## src/rtl/hng_pkg.sv

```systemverilog
// Shared types and helpers for the HNG adder uncompute engine.
// hng_fwd models one forward HNG cell: (a,b,c,d) -> {p,q,r,s}.
package hng_pkg;

  localparam int HNG_WIDTH = 8;
  localparam int HNG_IDX_W = $clog2(HNG_WIDTH);

  typedef enum logic [1:0] {
    IDLE = 2'd0,
    RUN  = 2'd1,
    DONE = 2'd2
  } hng_state_e;

  function automatic logic [3:0] hng_fwd(input logic a, input logic b,
                                         input logic c, input logic d);
    logic p, q, r, s;
    p = a;
    q = b;
    r = a ^ b ^ c;
    s = ((a ^ b) & c) ^ (a & b) ^ d;
    return {p, q, r, s};
  endfunction

endpackage

```

## src/rtl/hng_inv_gate.sv

```systemverilog
// Combinational inverse HNG cell. p and q pass through unchanged,
// so only the recovered carry-in c and ancilla d are produced here.
module hng_inv_gate (
  input  logic p_i,
  input  logic q_i,
  input  logic r_i,
  input  logic s_i,
  output logic c_o,
  output logic d_o
);

  assign c_o = p_i ^ q_i ^ r_i;
  assign d_o = s_i ^ ((p_i ^ q_i) & c_o) ^ (p_i & q_i);

endmodule

```

## src/rtl/hng_adder_uncompute.sv

```systemverilog
// Bit-serial MSB-to-LSB uncompute of an HNG ripple-carry chain; WIDTH cycles
// per set, holds the result in DONE until out_ready, accepts only in IDLE.
module hng_adder_uncompute
  import hng_pkg::*;
#(
  parameter int WIDTH = HNG_WIDTH
) (
  input  logic             clk,
  input  logic             rst_n,
  input  logic             in_valid,
  output logic             in_ready,
  input  logic [WIDTH-1:0] a,
  input  logic [WIDTH-1:0] b,
  input  logic [WIDTH-1:0] r,
  input  logic [WIDTH-1:0] s,
  output logic             out_valid,
  input  logic             out_ready,
  output logic [WIDTH-1:0] c_out,
  output logic [WIDTH-1:0] d_out,
  output logic             cin_rec,
  output logic             anc_err,
  output logic             chain_err,
  output logic             busy
);

  localparam int IDX_W = $clog2(WIDTH);

  hng_state_e       state_q;
  logic [IDX_W-1:0] idx_q;
  logic [WIDTH-1:0] a_q, b_q, r_q, s_q;
  logic [WIDTH-1:0] c_q, d_q;
  logic             cin_q, anc_q, chain_q, vld_q;

  logic             bit_c, bit_d, link_bad;

  hng_inv_gate u_gate (
    .p_i (a_q[idx_q]),
    .q_i (b_q[idx_q]),
    .r_i (r_q[idx_q]),
    .s_i (s_q[idx_q]),
    .c_o (bit_c),
    .d_o (bit_d)
  );

  // Stage idx's carry-in must equal the carry-out of stage idx-1.
  assign link_bad = (idx_q != '0) && (bit_c != s_q[idx_q - IDX_W'(1)]);

  always_ff @(posedge clk or negedge rst_n) begin
    if (!rst_n) begin
      state_q <= IDLE;
      idx_q   <= IDX_W'(WIDTH - 1);
      a_q     <= '0;
      b_q     <= '0;
      r_q     <= '0;
      s_q     <= '0;
      c_q     <= '0;
      d_q     <= '0;
      cin_q   <= 1'b0;
      anc_q   <= 1'b0;
      chain_q <= 1'b0;
      vld_q   <= 1'b0;
    end else begin
      case (state_q)
        IDLE: begin
          if (in_valid) begin
            a_q     <= a;
            b_q     <= b;
            r_q     <= r;
            s_q     <= s;
            c_q     <= '0;
            d_q     <= '0;
            cin_q   <= 1'b0;
            anc_q   <= 1'b0;
            chain_q <= 1'b0;
            idx_q   <= IDX_W'(WIDTH - 1);
            state_q <= RUN;
          end
        end
        RUN: begin
          c_q[idx_q] <= bit_c;
          d_q[idx_q] <= bit_d;
          anc_q      <= anc_q | bit_d;
          chain_q    <= chain_q | link_bad;
          if (idx_q == '0) begin
            cin_q   <= bit_c;
            vld_q   <= 1'b1;
            state_q <= DONE;
          end else begin
            idx_q <= idx_q - IDX_W'(1);
          end
        end
        DONE: begin
          if (out_ready) begin
            vld_q   <= 1'b0;
            state_q <= IDLE;
          end
        end
        default: state_q <= IDLE;
      endcase
    end
  end

  assign in_ready  = (state_q == IDLE);
  assign busy      = (state_q != IDLE);
  assign out_valid = vld_q;
  assign c_out     = c_q;
  assign d_out     = d_q;
  assign cin_rec   = cin_q;
  assign anc_err   = anc_q;
  assign chain_err = chain_q;

endmodule

```

## config.mk

```make
export PLATFORM = sky130hd
export DESIGN_NAME = hng_adder_uncompute
export DESIGN_NICKNAME = d
export VERILOG_FILES = /design/src/rtl/hng_pkg.sv /design/src/rtl/hng_inv_gate.sv /design/src/rtl/hng_adder_uncompute.sv
export SDC_FILE = /design/constraint.sdc
export NUM_CORES = 1
export LEC_CHECK = 0
export ABC_AREA = 0
export CAP_MARGIN = 10
export CELL_PAD_IN_SITES_DETAIL_PLACEMENT = 0
export CELL_PAD_IN_SITES_GLOBAL_PLACEMENT = 1
export CORE_MARGIN = 2
export CORE_UTILIZATION = 35
export DETAILED_ROUTE_END_ITERATION = 10
export GPL_TIMING_DRIVEN = 0
export PLACE_DENSITY = 0.73
export SLEW_MARGIN = 15
export SYNTH_ARGS = -nofsm -noshare
export SYNTH_HDL_FRONTEND = slang
export SYNTH_SLANG_ARGS = --single-unit
```

## constraint.sdc

```tcl
create_clock -name clk -period 3.05 [get_ports clk]
set_input_delay 0.61 -clock clk [delete_from_list [all_inputs] [get_ports clk]]
set_output_delay 0.61 -clock clk [all_outputs]
set_load 0.005 [all_outputs]
```

run_1/met1.png
The bar under the picture is 20 um long. Cells faint in the background.
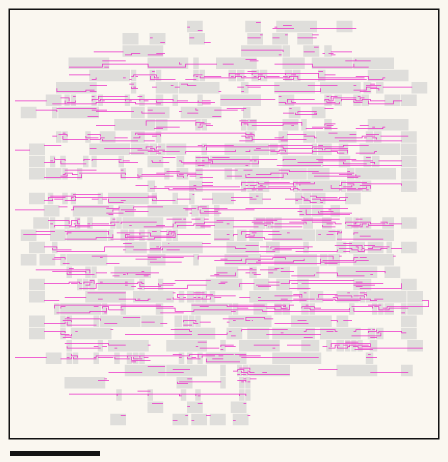
longest straight run: 39.1 um
share of all routed wire: 48%
nets with wire on the layer: 352
main direction: horizontal
wire length on this layer: 3290 um

run_1/met2.png
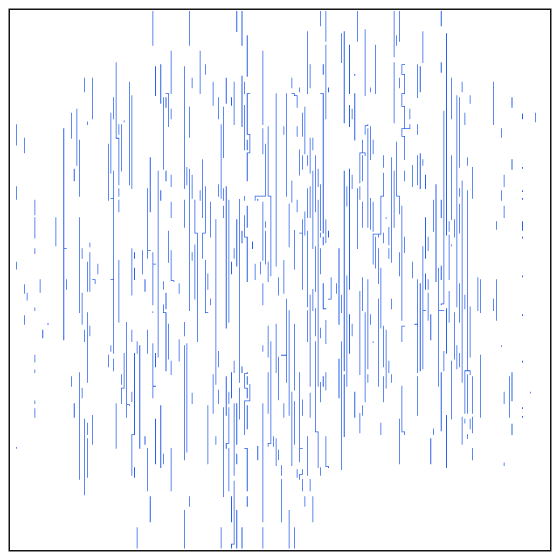
nets with wire on the layer: 328
share of all routed wire: 46%
met2 layer usage reported by global route: 0.270
via count: 2341
DRT Wirelength: 6870 um

run_1/met3.png
The bar under the picture is 20 um long.
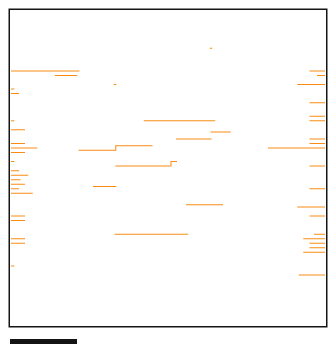
share of all routed wire: 4.6%
main direction: horizontal
wire length on this layer: 313 um
met3 GRT Util: 0.0351

run_1/final_clocks.png
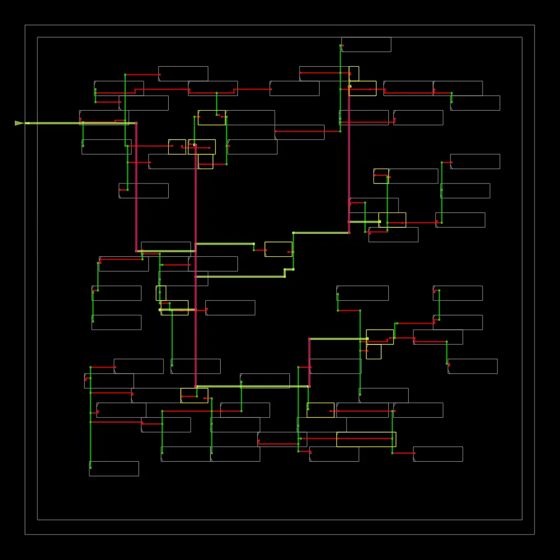
registers: 57
Sink Count: 57
layout clock buffer count: 9
clock tree skew after final layout: 5.14 ps
number of buffers created by CTS: 9

==> Table 3: Implementation characteristics, run 1 <==
Implementation parameters

Parameter                              Value

Yosys
  Post-synth net total .................. 345
  Synth Area in Compound Gates .................. 0.105
  Post-synthesis chip area from yosys .................. 2880 um2
  Area fraction in full adders, half adders and majority gates .................. 0.0174
  Async set or reset register ratio after synthesis .................. 1.00
  Most common cell in the synthesized netlist .................. sky130_fd_sc_hd__nand2_1
  Synth area leader .................. sky130_fd_sc_hd__dfrtp_1
  Top-area cell type share of the netlist area .................. 0.469
  Post-synthesis area per instance .................. 9.45 um2
  Fraction of synthesized cell area in xor and xnor cells .................. 0.0152
  Area fraction in mux cells .................. 0.0742
  Most frequent cells after synthesis .................. 106 x sky130_fd_sc_hd__nand2_1, 54 x sky130_fd_sc_hd__dfrtp_1, 20 x sky130_fd_sc_hd__nand3_1
  Part of the Yosys area used for sequential elements .................. 0.496
  Main area contributors .................. sky130_fd_sc_hd__dfrtp_1 47%, sky130_fd_sc_hd__nand2_1 14%, sky130_fd_sc_hd__nand3_1 3.5%, sky130_fd_sc_hd__dfstp_2 2.7%, sky130_fd_sc_hd__mux4_2 2.3%
  Total standard cell area after synthesis .................. 2880 um2
  Number of distinct library cells after synthesis .................. 54
  Post-synthesis cell count from yosys .................. 305

Final timing
  Share of the clock period used by the worst path after layout .................. 0.960
  Hold Vio Cnt, Final .................. 0
  Final critical-path required period .................. 2930 ps
  Max Clock Freq .................. 342 MHz
  Worst hold margin .................. 322 ps
  # setup viols final .................. 0
  Total count of max-transition violations in the final report .................. 0
  Relative max-transition margin .................. 0.514

Cells and area
  Cell group occupying the most layout area .................. sequential cells
  Most frequent logic cell in the layout .................. sky130_fd_sc_hd__nand2_1
  Most frequent cells in the layout .................. 106 x sky130_fd_sc_hd__nand2_1, 56 x sky130_fd_sc_hd__clkdlybuf4s50_1, 54 x sky130_fd_sc_hd__dfrtp_1
  Fill cell count .................. 837
  Fraction of final layout cells sized beyond drive strength 1 .................. 0.138
  Layout inverter count without the clock tree .................. 5
  Relative area of clock buffers and inverters in the final design .................. 0.0508
  Count of nets after finishing .................. 413
  Buffers excl. clock .................. 75
  Non-filler cells, final .................. 483
  Fraction of standard cell area in multi-input logic .................. 0.364

Setup path
  Arrival time reported for the critical path endpoint .................. 3210 ps
  Library cell contributing the largest single delay on the critical path .................. sky130_fd_sc_hd__dfstp_2
  Endpoint type of the worst setup path .................. flip-flop
  End of the worst register-to-register path .................. anc_err
  Critical path startpoint .................. idx_q[0]
  Cell type group with the largest total delay on the critical path .................. multiplexers
  Number of cell instances on the worst register-to-register path .................. 8
  Critical path buffer and inverter count .................. 1
  Path type of the worst setup path .................. flip-flop to flip-flop
  Startpoint kind of the worst setup timing path .................. flip-flop
  Largest fanout on the critical path .................. 17
  Cell count along the critical path .................. 8
  Cells along the critical path .................. buf_6 -> mux4_2 -> mux2_2 -> ha_1 -> ha_4 -> xnor2_2 -> or4_1 -> nand3_1

Min path
  Tightest Hold Check Type .................. input pin to async pin

Die
  Die outline width .................. 94.8 um
  Number of well taps .................. 105
  Io pins .................. 58

Pwr
  Clock network power consumption .................. 0.694 mW
  Maximum resistive drop on vdd .................. 0.725 mV
  Gate power share .................. 0.566
  Internal portion of total power .................. 2.75 mW
  Switching Share .................. 0.407
  Combinational logic power .................. 2.62 mW
  Final Power .................. 4.63 mW

Placed design
  Post-detailed-placement cell area .................. 3590 um2
  Routability cong. .................. 0.773
  Pre-CTS setup slack .................. -313 ps
  Cell count after placement .................. 467
  Post-DP HPWL .................. 4940 um
  Input/output buffers .................. 57

Routing
  DR pass1 iterations .................. 4
  Number of nets with antenna violations after routing .................. 0
  Via density per instance .................. 4.85
  DR iter-0 viols .................. 107
  WL/cell .................. 14.2 um
  Met1 routed wirelength after detailed routing .................. 3290 um

Run
  Max-cap check violation count .................. 0
  OpenROAD warnings .................. 28

Global route
  Grt peak-use layer .................. met2
  Initial antenna violation count .................. 0
  Overflow left after global routing .................. 0
  Pin count of the biggest net entering global routing .................. 58
  Global Route met1 Usage .................. 0.221

Clock tree
  Clock Path Buffers .................. 2
  Late-Pin Clk Latency .................. 350 ps
  Resized cells post-CTS .................. 5
  Hold bufs inserted after CTS .................. 0
  CTS root buf .................. sky130_fd_sc_hd__clkbuf_8

Status
  Run status .................. finished clean
==> inputs of run 2 (changes only) <==
Settings changed: CAP_MARGIN 10 to 20, SETUP_SLACK_MARGIN set to 0.05.
run_2/met3.png
The bar under the picture is 20 um long.
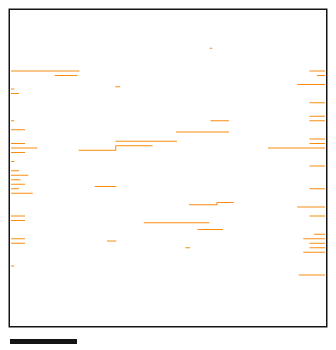
nets with wire on the layer: 43
main direction: horizontal

==> run 2 against run 1 <==
Compared with the run above: maximum frequency grew 1.0%; total power is essentially flat; combinational power is essentially flat; synthesized cell count is the same.
==> Table 3: Implementation characteristics, run 2 <==
Implementation parameters

Parameter                              Value

Cells and area
  Relative area of clock buffers and inverters in the final design .................. 0.0506 (-0.000214)
  Buffers excl. clock .................. 76 (+1.3%)
  Most frequent logic cell in the layout .................. sky130_fd_sc_hd__nand2_1
  Layout clock buffer count .................. 9 (unchanged)
  Layout inverter count without the clock tree .................. 5 (unchanged)
  Non-filler cells, final .................. 483 (unchanged)
  Fill cell count .................. 836 (-0.12%)
  Most frequent cells in the layout .................. 106 x sky130_fd_sc_hd__nand2_1, 56 x sky130_fd_sc_hd__clkdlybuf4s50_1, 54 x sky130_fd_sc_hd__dfrtp_1
  Fraction of final layout cells sized beyond drive strength 1 .................. 0.140 (+0.00265)
  Cell group occupying the most layout area .................. sequential cells
  Count of nets after finishing .................. 413 (unchanged)

Yosys
  Main area contributors .................. sky130_fd_sc_hd__dfrtp_1 47%, sky130_fd_sc_hd__nand2_1 14%, sky130_fd_sc_hd__nand3_1 3.5%, sky130_fd_sc_hd__dfstp_2 2.7%, sky130_fd_sc_hd__mux4_2 2.3%
  Area fraction in full adders, half adders and majority gates .................. 0.0174 (unchanged)
  Number of distinct library cells after synthesis .................. 54 (unchanged)
  Post-synthesis area per instance .................. 9.45 um2 (unchanged)
  Top-area cell type share of the netlist area .................. 0.469 (unchanged)
  Most frequent cells after synthesis .................. 106 x sky130_fd_sc_hd__nand2_1, 54 x sky130_fd_sc_hd__dfrtp_1, 20 x sky130_fd_sc_hd__nand3_1
  Flip-flop and latch count after synthesis .................. 57
  Post-synthesis chip area from yosys .................. 2880 um2 (unchanged)
  Synth area leader .................. sky130_fd_sc_hd__dfrtp_1
  Part of the Yosys area used for sequential elements .................. 0.496 (unchanged)
  Most common cell in the synthesized netlist .................. sky130_fd_sc_hd__nand2_1
  Synth Area in Compound Gates .................. 0.105 (unchanged)
  Area fraction in mux cells .................. 0.0742 (unchanged)
  Fraction of synthesized cell area in xor and xnor cells .................. 0.0152 (unchanged)
  Total standard cell area after synthesis .................. 2880 um2 (unchanged)
  Async set or reset register ratio after synthesis .................. 1.00 (unchanged)

Final timing
  # setup viols final .................. 0 (unchanged)
  Worst hold margin .................. 325 ps (+2.95 ps)
  Least-Margin Pin Slew .................. 732 ps
  Relative max-transition margin .................. 0.512 (-0.00182)
  Final critical-path required period .................. 2900 ps (-29.8 ps)
  Clock tree skew after final layout .................. 5.56 ps (+0.423 ps)
  Hold Vio Cnt, Final .................. 0 (unchanged)
  Share of the clock period used by the worst path after layout .................. 0.950 (-0.00977)
  Max Clock Freq .................. 345 MHz (+1.0%)
  Total count of max-transition violations in the final report .................. 0 (unchanged)

Setup path
  Arrival time reported for the critical path endpoint .................. 3130 ps (-80 ps)
  Cells along the critical path .................. buf_6 -> buf_12 -> mux4_2 -> mux2_2 -> ha_4 -> ha_4 -> xnor2_4 -> nor3_2 -> a311o_1
  Path type of the worst setup path .................. flip-flop to flip-flop
  Cell type group with the largest total delay on the critical path .................. multiplexers
  Library cell contributing the largest single delay on the critical path .................. sky130_fd_sc_hd__dfstp_2
  Number of cell instances on the worst register-to-register path .................. 9 (+1)
  Critical path startpoint .................. idx_q[0]
  Endpoint type of the worst setup path .................. flip-flop
  Cell count along the critical path .................. 9 (+1)
  Largest fanout on the critical path .................. 10 (-7)
  Startpoint kind of the worst setup timing path .................. flip-flop
  End of the worst register-to-register path .................. d_out[5]
  Critical path buffer and inverter count .................. 2 (+1)

Pwr
  Maximum resistive drop on vdd .................. 0.675 mV (-6.9%)
  Combinational logic power .................. 2.64 mW (about the same)
  Gate power share .................. 0.571 (+0.005)
  Seq group .................. 1.29 mW
  Internal portion of total power .................. 2.75 mW (+0.15%)
  Clock network power consumption .................. 0.695 mW (about the same)
  Final Power .................. 4.63 mW (about the same)

Routing
  Via count .................. 2339 (-0.085%)
  Via density per instance .................. 4.84 (about the same)
  Met1 routed wirelength after detailed routing .................. 3260 um (-0.82%)
  DRT Wirelength .................. 6900 um (+0.45%)
  Number of nets with antenna violations after routing .................. 0 (unchanged)
  DR iter-0 viols .................. 119 (+11%)
  WL/cell .................. 14.3 um (+0.45%)

Clock tree
  Hold bufs inserted after CTS .................. 0 (unchanged)
  Sink Count .................. 57 (unchanged)
  Number of buffers created by CTS .................. 9 (unchanged)
  Resized cells post-CTS .................. 11 (+6)
  Late-Pin Clk Latency .................. 350 ps (about the same)
  CTS root buf .................. sky130_fd_sc_hd__clkbuf_8

Placed design
  Routability cong. .................. 0.773 (unchanged)
  Post-DP HPWL .................. 4940 um (unchanged)
  Cell count after placement .................. 467 (unchanged)

Global route
  Global Route met1 Usage .................. 0.221 (-0.000510)
  Met2 layer usage reported by global route .................. 0.271 (+0.00118)
  Grt peak-use layer .................. met2
  Pin count of the biggest net entering global routing .................. 58 (unchanged)
  Initial antenna violation count .................. 0 (unchanged)
  Overflow left after global routing .................. 0 (unchanged)

Min path
  Tightest Hold Check Type .................. input pin to async pin

Die
  Area inside the core boundary .................. 8090 um2
  Io pins .................. 58 (unchanged)

Run
  Max-cap check violation count .................. 0 (unchanged)

Status
  Run status .................. finished clean
No activity file was given, so power comes from the tool's default toggle rates.
